$ cat src/rtl/rv32_pkg.sv
// ============================================================================
// rv32_pkg : shared RV32 datapath constants, ALU opcodes, forwarding selects
// Rev 1.0 : initial release
// ============================================================================
`default_nettype none

package rv32_pkg;

  localparam int XLEN       = 32;
  localparam int REG_ADDR_W = 5;
  localparam int CTRL_W     = 4;

  localparam logic [CTRL_W-1:0] ALU_ADD  = 4'b0000;
  localparam logic [CTRL_W-1:0] ALU_SLL  = 4'b0001;
  localparam logic [CTRL_W-1:0] ALU_SLT  = 4'b0010;
  localparam logic [CTRL_W-1:0] ALU_SLTU = 4'b0011;
  localparam logic [CTRL_W-1:0] ALU_XOR  = 4'b0100;
  localparam logic [CTRL_W-1:0] ALU_SRL  = 4'b0101;
  localparam logic [CTRL_W-1:0] ALU_OR   = 4'b0110;
  localparam logic [CTRL_W-1:0] ALU_AND  = 4'b0111;
  localparam logic [CTRL_W-1:0] ALU_SUB  = 4'b1000;
  localparam logic [CTRL_W-1:0] ALU_SRA  = 4'b1101;

  typedef enum logic [1:0] {
    FWD_RF    = 2'd0,
    FWD_EXMEM = 2'd1,
    FWD_MEMWB = 2'd2
  } fwd_sel_e;

endpackage

`default_nettype wire

$ cat src/rtl/id_ex_stage_fwd_mux.sv
// ============================================================================
// fwd_mux : per-operand forwarding select, EX/MEM over MEM/WB over regfile
// Rev 1.0 : initial release
// ============================================================================
`default_nettype none

module fwd_mux
  import rv32_pkg::*;
#(
  parameter int XLEN_P       = 32,
  parameter int REG_ADDR_W_P = 5
) (
  input  logic [REG_ADDR_W_P-1:0] addr_i,
  input  logic [XLEN_P-1:0]       rf_data_i,
  input  logic [REG_ADDR_W_P-1:0] exmem_rd_i,
  input  logic                    exmem_we_i,
  input  logic [XLEN_P-1:0]       exmem_result_i,
  input  logic [REG_ADDR_W_P-1:0] memwb_rd_i,
  input  logic                    memwb_we_i,
  input  logic [XLEN_P-1:0]       memwb_result_i,
  output logic [XLEN_P-1:0]       data_o
);

  fwd_sel_e sel;
  logic     addr_nz;

  assign addr_nz = (addr_i != '0);

  always_comb begin
    sel = FWD_RF;
    if (exmem_we_i && (exmem_rd_i == addr_i) && addr_nz) begin
      sel = FWD_EXMEM;
    end else if (memwb_we_i && (memwb_rd_i == addr_i) && addr_nz) begin
      sel = FWD_MEMWB;
    end
  end

  always_comb begin
    data_o = rf_data_i;
    case (sel)
      FWD_EXMEM: data_o = exmem_result_i;
      FWD_MEMWB: data_o = memwb_result_i;
      default:   data_o = rf_data_i;
    endcase
  end

endmodule

`default_nettype wire

$ cat src/rtl/id_ex_stage.sv
// ============================================================================
// id_ex_stage : ID/EX register with operand forwarding and ALU source select
// Optional macro ID_EX_STALL_CNT_EN adds saturating stall/flush counters.
// Rev 1.0 : initial release
// ============================================================================
`default_nettype none

module id_ex_stage
  import rv32_pkg::*;
#(
  parameter int XLEN       = 32,
  parameter int REG_ADDR_W = 5,
  parameter int CTRL_W     = 4
) (
  input  logic                  clk,
  input  logic                  rst_n,
  input  logic                  flush,
  input  logic                  in_valid,
  output logic                  in_ready,
  input  logic [XLEN-1:0]       in_pc,
  input  logic [XLEN-1:0]       in_rs1_data,
  input  logic [XLEN-1:0]       in_rs2_data,
  input  logic [XLEN-1:0]       in_imm,
  input  logic [REG_ADDR_W-1:0] in_rs1_addr,
  input  logic [REG_ADDR_W-1:0] in_rs2_addr,
  input  logic [REG_ADDR_W-1:0] in_rd,
  input  logic                  in_reg_write,
  input  logic                  in_src_a_pc,
  input  logic                  in_src_b_imm,
  input  logic [CTRL_W-1:0]     in_alu_ctrl,
  input  logic [REG_ADDR_W-1:0] exmem_rd,
  input  logic [REG_ADDR_W-1:0] memwb_rd,
  input  logic                  exmem_reg_write,
  input  logic                  memwb_reg_write,
  input  logic [XLEN-1:0]       exmem_result,
  input  logic [XLEN-1:0]       memwb_result,
  output logic                  out_valid,
  input  logic                  out_ready,
  output logic [XLEN-1:0]       alu_input_a,
  output logic [XLEN-1:0]       alu_input_b,
  output logic [CTRL_W-1:0]     alu_ctrl,
  output logic [REG_ADDR_W-1:0] out_rd,
  output logic                  out_reg_write,
  output logic [XLEN-1:0]       out_store_data
`ifdef ID_EX_STALL_CNT_EN
  ,
  output logic [31:0]           stall_cnt,
  output logic [31:0]           flush_cnt
`endif
);

  logic [XLEN-1:0]       fwd_rs1, fwd_rs2;
  logic                  capture;
  logic                  valid_q, valid_d;
  logic                  reg_write_q, reg_write_d;
  logic [XLEN-1:0]       a_q, b_q, store_q;
  logic [CTRL_W-1:0]     ctrl_q;
  logic [REG_ADDR_W-1:0] rd_q;

  fwd_mux #(.XLEN_P(XLEN), .REG_ADDR_W_P(REG_ADDR_W)) u_fwd_rs1 (
    .addr_i         (in_rs1_addr),
    .rf_data_i      (in_rs1_data),
    .exmem_rd_i     (exmem_rd),
    .exmem_we_i     (exmem_reg_write),
    .exmem_result_i (exmem_result),
    .memwb_rd_i     (memwb_rd),
    .memwb_we_i     (memwb_reg_write),
    .memwb_result_i (memwb_result),
    .data_o         (fwd_rs1)
  );

  fwd_mux #(.XLEN_P(XLEN), .REG_ADDR_W_P(REG_ADDR_W)) u_fwd_rs2 (
    .addr_i         (in_rs2_addr),
    .rf_data_i      (in_rs2_data),
    .exmem_rd_i     (exmem_rd),
    .exmem_we_i     (exmem_reg_write),
    .exmem_result_i (exmem_result),
    .memwb_rd_i     (memwb_rd),
    .memwb_we_i     (memwb_reg_write),
    .memwb_result_i (memwb_result),
    .data_o         (fwd_rs2)
  );

  assign in_ready = !valid_q || out_ready;
  assign capture  = in_valid && in_ready && !flush;

  always_comb begin
    valid_d     = valid_q;
    reg_write_d = reg_write_q;
    if (flush) begin
      valid_d     = 1'b0;
      reg_write_d = 1'b0;
    end else if (capture) begin
      valid_d     = 1'b1;
      reg_write_d = in_reg_write;
    end else if (out_ready) begin
      valid_d     = 1'b0;
    end
  end

  always_ff @(posedge clk or negedge rst_n) begin
    if (!rst_n) begin
      valid_q     <= 1'b0;
      reg_write_q <= 1'b0;
    end else begin
      valid_q     <= valid_d;
      reg_write_q <= reg_write_d;
    end
  end

  // Operands are stored already resolved; a held instruction keeps them as-is.
  always_ff @(posedge clk or negedge rst_n) begin
    if (!rst_n) begin
      a_q     <= '0;
      b_q     <= '0;
      store_q <= '0;
      ctrl_q  <= ALU_ADD;
      rd_q    <= '0;
    end else if (capture) begin
      a_q     <= in_src_a_pc  ? in_pc  : fwd_rs1;
      b_q     <= in_src_b_imm ? in_imm : fwd_rs2;
      store_q <= fwd_rs2;
      ctrl_q  <= in_alu_ctrl;
      rd_q    <= in_rd;
    end
  end

  assign out_valid      = valid_q;
  assign out_reg_write  = reg_write_q;
  assign alu_input_a    = a_q;
  assign alu_input_b    = b_q;
  assign out_store_data = store_q;
  assign alu_ctrl       = ctrl_q;
  assign out_rd         = rd_q;

`ifdef ID_EX_STALL_CNT_EN
  logic [31:0] stall_cnt_q, flush_cnt_q;
  logic        stall_evt, flush_evt;

  assign stall_evt = valid_q && !out_ready;
  assign flush_evt = flush && (valid_q || (in_valid && in_ready));

  always_ff @(posedge clk or negedge rst_n) begin
    if (!rst_n) begin
      stall_cnt_q <= '0;
      flush_cnt_q <= '0;
    end else begin
      if (stall_evt && (stall_cnt_q != 32'hFFFF_FFFF)) stall_cnt_q <= stall_cnt_q + 32'd1;
      if (flush_evt && (flush_cnt_q != 32'hFFFF_FFFF)) flush_cnt_q <= flush_cnt_q + 32'd1;
    end
  end

  assign stall_cnt = stall_cnt_q;
  assign flush_cnt = flush_cnt_q;
`endif

endmodule

`default_nettype wire
$ cat config.mk
export PLATFORM = sky130hd
export DESIGN_NAME = id_ex_stage
export DESIGN_NICKNAME = d
export VERILOG_FILES = /design/src/rtl/rv32_pkg.sv /design/src/rtl/id_ex_stage_fwd_mux.sv /design/src/rtl/id_ex_stage.sv
export SDC_FILE = /design/constraint.sdc
export NUM_CORES = 1
export LEC_CHECK = 0
export CORE_AREA = 2 2 133 135
export CTS_BUF_LIST = sky130_fd_sc_hd__clkbuf_2 sky130_fd_sc_hd__clkbuf_4 sky130_fd_sc_hd__clkbuf_8
export CTS_CLUSTER_SIZE = 8
export DETAILED_ROUTE_END_ITERATION = 16
export DIE_AREA = 0 0 135 137
export PLACE_DENSITY = 0.79
export RECOVER_POWER = 50
export SYNTH_ARGS = -nofsm -noshare
export SYNTH_HDL_FRONTEND = slang
export SYNTH_HIERARCHICAL = 1
export SYNTH_SLANG_ARGS = --single-unit
$ cat constraint.sdc
create_clock -name clk -period 3.4 [get_ports clk]
set_input_delay 1.02 -clock clk [delete_from_list [all_inputs] [get_ports clk]]
set_output_delay 1.02 -clock clk [all_outputs]
set_load 0.02 [all_outputs]
==> impl_metrics.yaml, run 1 <==
# generated from flow reports
routing:
  dr_wl_met2_um: 13500
  wl_per_cell_um: 22.5
  met3WireLength_um: 2760
run:
  max-cap-violations: 1
final_timing:
  setup_slack_ns: 0.162
  hold_viol: 0
  layout_worst_path_cycle_share_pct: 95.2
  drv_slew: 30
status:
  outcome: "finished with violations"
  violations: "capacitance limit, slew limit"
worst_setup_path:
  cpPeakStageDelay_ns: 0.61
  slowest_stage: "clkdlybuf4s50_1"
  crit_fanout: 5
  critPathMostFrequentCell: "clkdlybuf4s50_1"
  cp-end-kind: "output port"
  timing.rr.start: "out_valid"
  rr_endpoint: "out_store_data[24]"
  critPathKind: "in2out"
logic_synthesis:
  syn_area_um2: 6680
  syn_nets: 871
  synthTopCellsByCount: "159 x mux2_2, 107 x dfrtp_1, 65 x nand3_1"
  synth_cells: 640
final_layout:
  multi_input_comb_cells: 467
  nonClkBufAreaFrac_pct: 36.0
  inv_count: 1
  largest_cell_class: "buffers"
  sh_seq_area_pct: 25.1
  n_antenna_cell: 0
floorplanning:
  fp.dieH_um: 137
  n_tap_cell: 225
min_path:
  holdPathEnd: "out_store_data[21]"
  whs_path_depth: 1
placement:
  place_hpwl_um: 19700
  dp_cells: 1185
pwr:
  leakagePower_nw: 3.99
  peakVddDrop_v: 0.000237
  p_per_area_nw_per_um2: 407
clock_tree:
  postCtsSetupBuffers: 0
  clk_latency_ns: 0.37
  cts_resized: 0
grt:
  grt_pass1_wl_um: 39900
  grt_pass1_vias: 7186
  met3_usage_pct: 6.26
## run 1: kinds of logic after synthesis
kind of cell / share of synthesized area [%]
AND/OR/NAND/NOR: 11.3
AND-OR/OR-AND: 12.1
XOR/XNOR: 2.62
multiplexers: 28.5
flip-flops: 40.1
buffers and inverters: 5.39
## run 1: flip-flops by register name, indices dropped and copies added (netlist names)
register / cells
alu_input_a: 32
alu_input_b: 32
out_store_data: 32
out_rd: 5
alu_ctrl: 4
out_reg_write: 1
out_valid: 1
## run 1: through the flow
step	util [%]	power, W	cell area (um^2)	setup TNS [ns]	hold slack, ns
floorplan	-	0.00250	6680	0	0.635
global placement	61.6	0.00354	10500	-0.430	0.486
detailed placement	61.6	0.00357	10500	-0.990	0.492
CTS	62.7	0.00441	10700	0	0.516
global route	62.5	0.00453	10700	0	0.522
finish	62.5	0.00434	10700	0	0.503
## run 1: report_power, final
group | total, W | switching (W) | internal [W]
Sequential | 0.00165 | 0.000128 | 0.00152
Clock | 0.000832 | 0.000468 | 0.000364
Combinational | 0.00185 | 0.000874 | 0.000980
Total | 0.00434 | 0.00147 | 0.00287
## run 1: worst max-delay path, delay by kind of cell
family        cells  cell delay (ns)
buf+inv           2             1.06
simple gates      1             0.14
## run 1: cell usage in the layout, fill, tap and decap left out, types with 10 or more instances in the layout
cell	synthesis	layout
xnor2_1	20	20
dfrtp_1	107	107
buf_12	0	10
a31oi_1	64	64
clkdlybuf4s50_1	0	291
mux2_1	10	10
buf_4	8	33
clkbuf_8	0	10
dlygate4sd3_1	0	44
o21ai_1	10	10
nand3_1	65	65
nor3_1	64	64
mux2_2	159	159
o21ai_0	54	54
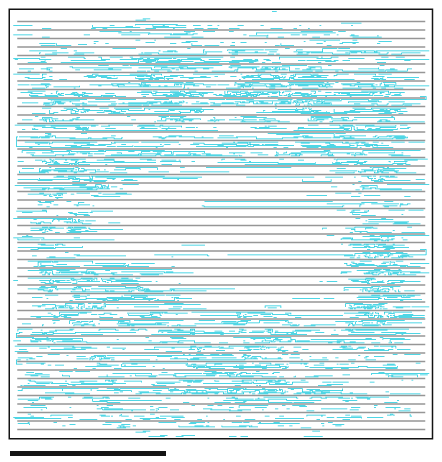
Figure 1: run 1, met1 routing.
The bar under the picture is 50 um long. Supply wires on this layer in gray.
main direction: horizontal
longest straight run: 44.4 um
DR vias: 6917
final WL: 27000 um
met1 Use GR: 33.5%

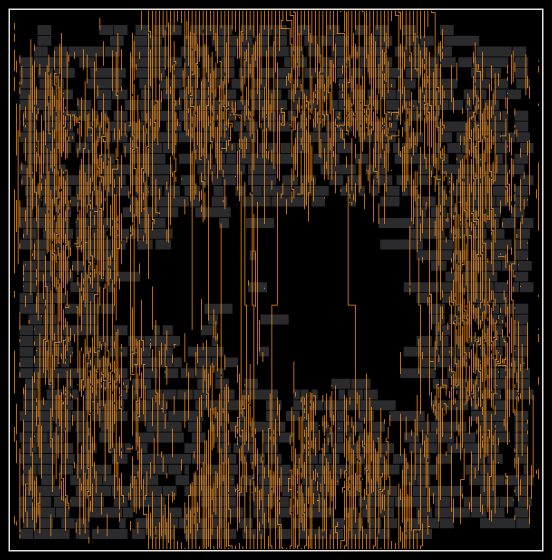
Figure 2: run 1, met2 routing.
nets with wire on the layer: 1073
main direction: vertical
longest straight run: 64.8 um

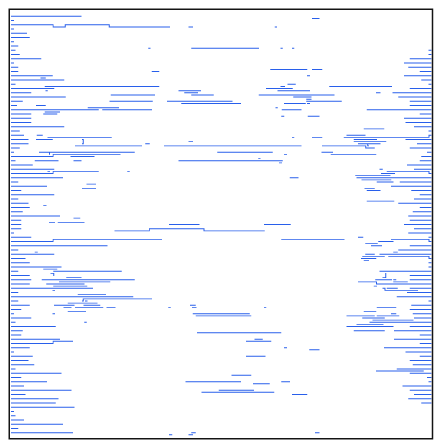
Figure 3: run 1, metal 3.
wire length on this layer: 2760 um
main direction: horizontal
longest straight run: 43.7 um

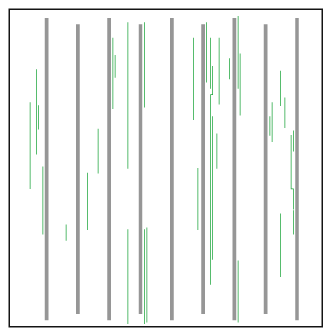
Figure 4: run 1, M4 wires.
Supply wires on this layer in gray.
main direction: vertical
nets with wire on the layer: 27

Figure 5. Track usage over the die (run 1).
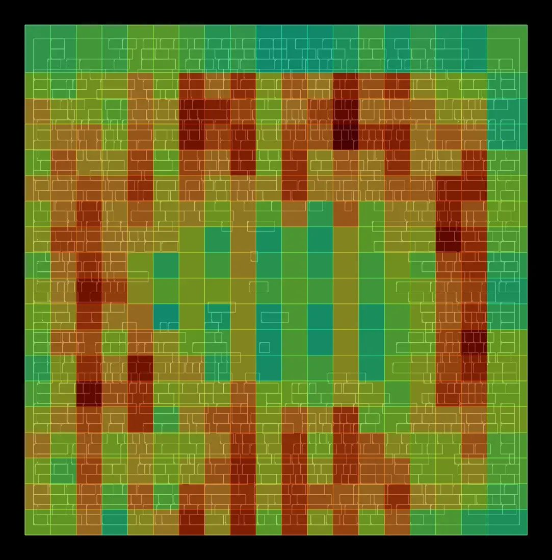

## Run 2: what changed since run 1
HOLD_SLACK_MARGIN = 0.08   (was default)
PLACE_DENSITY = 0.75   (was 0.79)
SYNTH_HIERARCHICAL = default   (was 1)
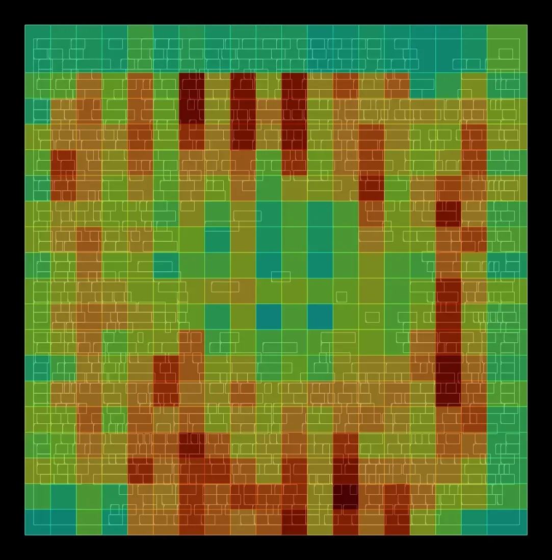
Figure 6: run 2, track usage over the die.
Util after Layout: 59.1%
GR Util met2: 44.8%
gr busiest metal: met2
WL per Instance: 21.5 um

==> impl_metrics.yaml, run 2 <==
# generated from flow reports
final_timing:
  layout_worst_path_cycle_share_pct: 96.6
  drv_slew: 108
  fin_setup_tns_ns: 0
  whs_ns: 0.482
  fmax_mhz: 305
  setup_slack_ns: 0.117
routing:
  dr.pass1.iters: 4
  wl_um: 24400
  num_vias: 6352
worst_setup_path:
  slowest_stage: "clkdlybuf4s50_1"
  cpPeakStageDelay_ns: 0.56
  critPathMostFrequentCell: "clkdlybuf4s50_1"
  cp-end-kind: "output port"
  rr_endpoint: "alu_input_a[2]"
  path_buffers: 3
  timing.rr.start: "out_valid"
  worstSetupPathDepth: 4
  crit_fanout: 3
  critPathKind: "in2out"
placement:
  dpl_cell_area_um2: 9870
  place_hpwl_um: 17900
  dp_cells: 1116
final_layout:
  layout_top_cells: "284 x clkdlybuf4s50_1, 107 x dfrtp_1, 94 x o21ai_1"
  multi_input_comb_cells: 401
  n_clock_buffer: 10
  n_antenna_cell: 0
  largest_cell_class: "buffers"
  sh_seq_area_pct: 26.5
  layout_top_cell: "clkdlybuf4s50_1"
  inv_count: 5
  nonClkBufAreaFrac_pct: 37.2
logic_synthesis:
  syn_nets: 793
  synthTopCellsByCount: "107 x dfrtp_1, 94 x o21ai_1, 64 x and3_1, 64 x mux2i_1"
  top_area_cell: "dfrtp_1"
  avgSynthCellArea_um2: 10.8
  synth.most_common_cell: "dfrtp_1"
  synth_cells: 562
  async_flop_share_pct: 100
  synth.top_cell.area_share_pct: 44.3
  syn_area_um2: 6040
clock_tree:
  cts_resized: 0
  cts_buffers: 9
  clk_latency_ns: 0.41
  postCtsSetupBuffers: 0
pwr:
  combPwrFrac_pct: 37.6
  leakagePower_nw: 4.06
  swShare_pct: 33.1
  p_clk_w: 0.000938
  power.internal_w: 0.00273
  p_per_area_nw_per_um2: 404
  p_sw_w: 0.00135
  seqPwrFrac_pct: 39.4
  clkPwrFrac_pct: 23.0
  power_leader: "sequential cells"
  seq_power_w: 0.00161
grt:
  met3_usage_pct: 6.33
  use_met1_pct: 30.4
  grt_pass1_vias: 6641
  grt_pass1_wl_um: 36700
status:
  outcome: "finished with violations"
  violations: "capacitance limit, slew limit"
min_path:
  whs_path_depth: 2
floorplanning:
  n_tap_cell: 225
  die_w_um: 135
run:
  max-cap-violations: 1
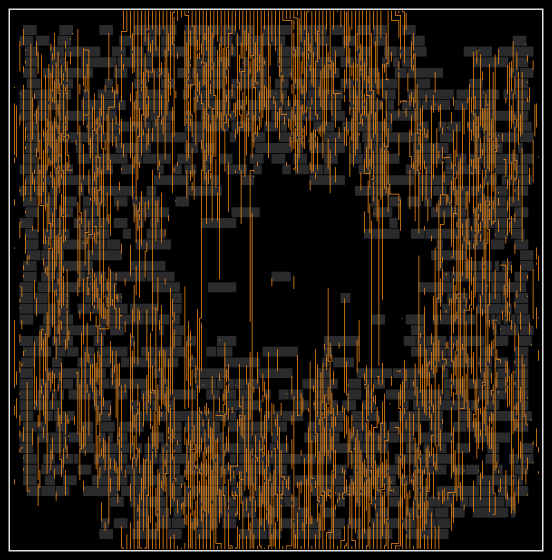
Figure 7: run 2, met2 routing.
main direction: vertical
longest straight run: 59.8 um

[run 2: netlist changes by cell type after synthesis, moves of 51 or more]
cell     before  now
a31oi_1      64    0
and3_1        0   64
mux2_2      159    0
mux2i_1       0   64
nand3_1      65    3
nor3_1       64    0
o21ai_0      54    3
o21ai_1      10   94
[run 2: logic make-up (layout without fill, tap and decap cells)]
group	Yosys count	count (layout)	share of synthesized area [%]
AOI/OAI and AO/OA	198	198	25.2
xor gates and xnor gates	18	18	2.61
buffers and inverters	54	399	4.72
DFF	107	107	44.3
muxes	64	64	10.6
and+or+nand+nor	121	121	12.5
[run 2: per-stage QoR]
step	util [%]	total power [W]
2_1_floorplan	-	0.00228
3_3_place_gp	57.9	0.00319
3_5_place_dp	57.9	0.00321
4_1_cts	59.2	0.00416
5_1_grt	59.1	0.00427
6_report	59.1	0.00408
[run 2: worst reg2reg max path, stage by stage (launching register included)]
cell and delay [ns]:
dfrtp_1 0.38, nor2b_1 0.15, inv_2 0.09, buf_4 0.13, nand4_1 0.15, nor4_4 0.93
buf_12 0.27, a221oi_1 0.11, o21ai_1 0.12
[run 2: worst max path at each step]
stage	endpoint	from	slack, ns
2_1_floorplan	alu_input_a[23]	in_rs1_addr[0]	1.04
3_3_place_gp	alu_input_a[3]	in_rs1_addr[1]	-0.14
3_5_place_dp	alu_input_a[1]	in_rs1_addr[3]	-0.22
4_1_cts	in_ready	out_ready	0.12
5_1_grt	in_ready	out_ready	0.04
6_report	in_ready	out_ready	0.12
[run 2: layer usage]
layer	share of wire [%]	routed length (um)	vias to the layer above
li1	-	-	2863
met3	8.3	2030	61
met5	0	0	-
met2	50	12300	349
met1	38	9180	3079
met4	3.7	908	0
Figure 8. M4 wires (run 2).
Supply wires on this layer in gray.
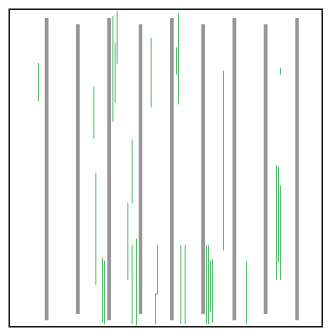

## Run 3: what changed since run 2
MAX_ROUTING_LAYER = met4   (was default)
REMOVE_ABC_BUFFERS = 1   (was default)
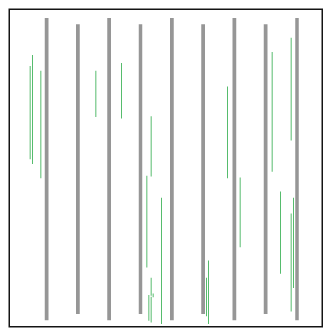
Figure 9: run 3, M4 wires.
Supply wires on this layer in gray.
main direction: vertical
share of all routed wire: 2.7%
nets with wire on the layer: 15
longest straight run: 54.4 um
wire length on this layer: 652 um
final WL: 24200 um
DR vias: 6261

==> impl_metrics.yaml, run 3 <==
# generated from flow reports
logic_synthesis:
  syn_area_um2: 6040
  avgSynthCellArea_um2: 10.8
  async_flop_share_pct: 100
  synth_cells: 562
  synthTopCellsByCount: "107 x dfrtp_1, 94 x o21ai_1, 64 x and3_1, 64 x mux2i_1"
  synth.most_common_cell: "dfrtp_1"
  top_area_cell: "dfrtp_1"
final_timing:
  whs_ns: 0.478
  layout_worst_path_cycle_share_pct: 97.4
  setup_violations: 0
  fmax_mhz: 302
  drv_slew: 0
  setup_slack_ns: 0.0878
worst_setup_path:
  crit_path_cell_trace: "clkdlybuf4s50_1 -> nor2b_2 -> inv_2 -> clkdlybuf4s50_1"
  critPathMostFrequentCell: "clkdlybuf4s50_1"
  critPathKind: "in2out"
  cp-end-kind: "output port"
  slowest_stage: "clkdlybuf4s50_1"
pwr:
  seqPwrFrac_pct: 40.4
  combPwrFrac_pct: 38.5
  leakagePower_nw: 4.01
  power.internal_w: 0.00264
  finalPower_w: 0.00398
  clkPwrFrac_pct: 21.2
  swShare_pct: 33.7
  p_sw_w: 0.00134
  p_per_area_nw_per_um2: 398
clock_tree:
  postCtsSetupBuffers: 0
  cts.sinks: 107
  clk_latency_ns: 0.40
  cts_resized: 0
grt:
  grt_pass1_vias: 6386
  grt_pass1_wl_um: 36200
final_layout:
  final_core_utilization_pct: 58.5
  layout_top_cell: "clkdlybuf4s50_1"
  n_antenna_cell: 0
  layout_top_cells: "284 x clkdlybuf4s50_1, 107 x dfrtp_1, 94 x o21ai_1"
placement:
  dpl_cell_area_um2: 9800
  dp_cells: 1107
  place_hpwl_um: 18100
run:
  max-cap-violations: 0
status:
  outcome: "completed"
routing:
  wl_per_cell_um: 21.6
  dr.pass1.iters: 5
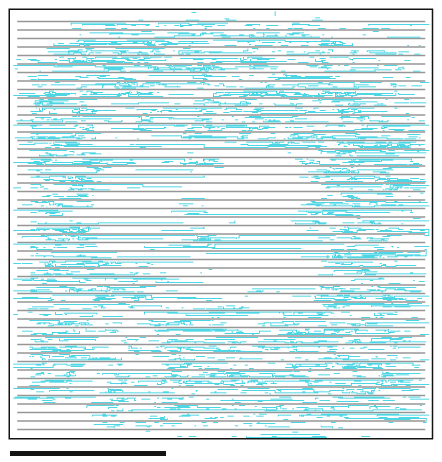
Figure 10: run 3, met1 routing.
The bar under the picture is 50 um long. Supply wires on this layer in gray.
main direction: horizontal
share of all routed wire: 39%

## run 3: final timing paths
kind,from,end,cells after the start
max in group asynchronous,rst_n,alu_input_b[27],2
worst max-delay path,out_ready,in_ready,4
worst min-delay path,alu_ctrl[3],alu_ctrl[3],2
worst min register to register,alu_ctrl[3],alu_ctrl[3],2
worst max register to register,out_valid,out_store_data[19],7
min in group asynchronous,rst_n,out_reg_write,1
## run 3: cell type report
class                   instances  area, um^2  share of cell area [%]
clock buffers                  10         131                    1.32
clock inverters                 6        72.6                   0.727
inverters                       5        18.8                   0.188
multi-input cells             401        3120                    31.3
flip-flops and latches        107        2680                    26.8
well taps                     225         282                    2.82
repair buffers                369        3680                    36.9
## run 3: cells by family (layout without fill, tap and decap cells)
| family | Yosys count | in the layout | synth area share (%) |
|---|---|---|---|
| flip-flops | 107 | 107 | 44.3 |
| AND-OR/OR-AND | 198 | 198 | 25.2 |
| AND/OR/NAND/NOR | 121 | 121 | 12.5 |
| XOR/XNOR | 18 | 18 | 2.61 |
| buffers and inverters | 54 | 390 | 4.72 |
| multiplexers | 64 | 64 | 10.6 |
## run 3: power by group through the flow
stage / sequential, W / combinational (W) / clock, W
after floorplan: 0.00188 / 0.000381 / 0
after global placement: 0.00163 / 0.00156 / 0
after detailed placement: 0.00164 / 0.00158 / 0
after CTS: 0.00161 / 0.00158 / 0.000866
after global routing: 0.00163 / 0.00162 / 0.000912
final: 0.00160 / 0.00153 / 0.000843
## run 3: worst max-delay path, delay by kind of cell
family / cells / cell delay [ns]
buffers and inverters: 3 / 1.07
and+or+nand+nor: 1 / 0.21
## run 3: per-layer routing
layer,vias to the layer above,part of all wire [%],track usage [%]
met1,3098,39,30.9
met3,46,6.8,4.93
met2,270,51,46.4
li1,2847,-,-
met4,0,2.7,9.95
met5,-,0,-
Power is estimated from default activity; no workload was simulated.
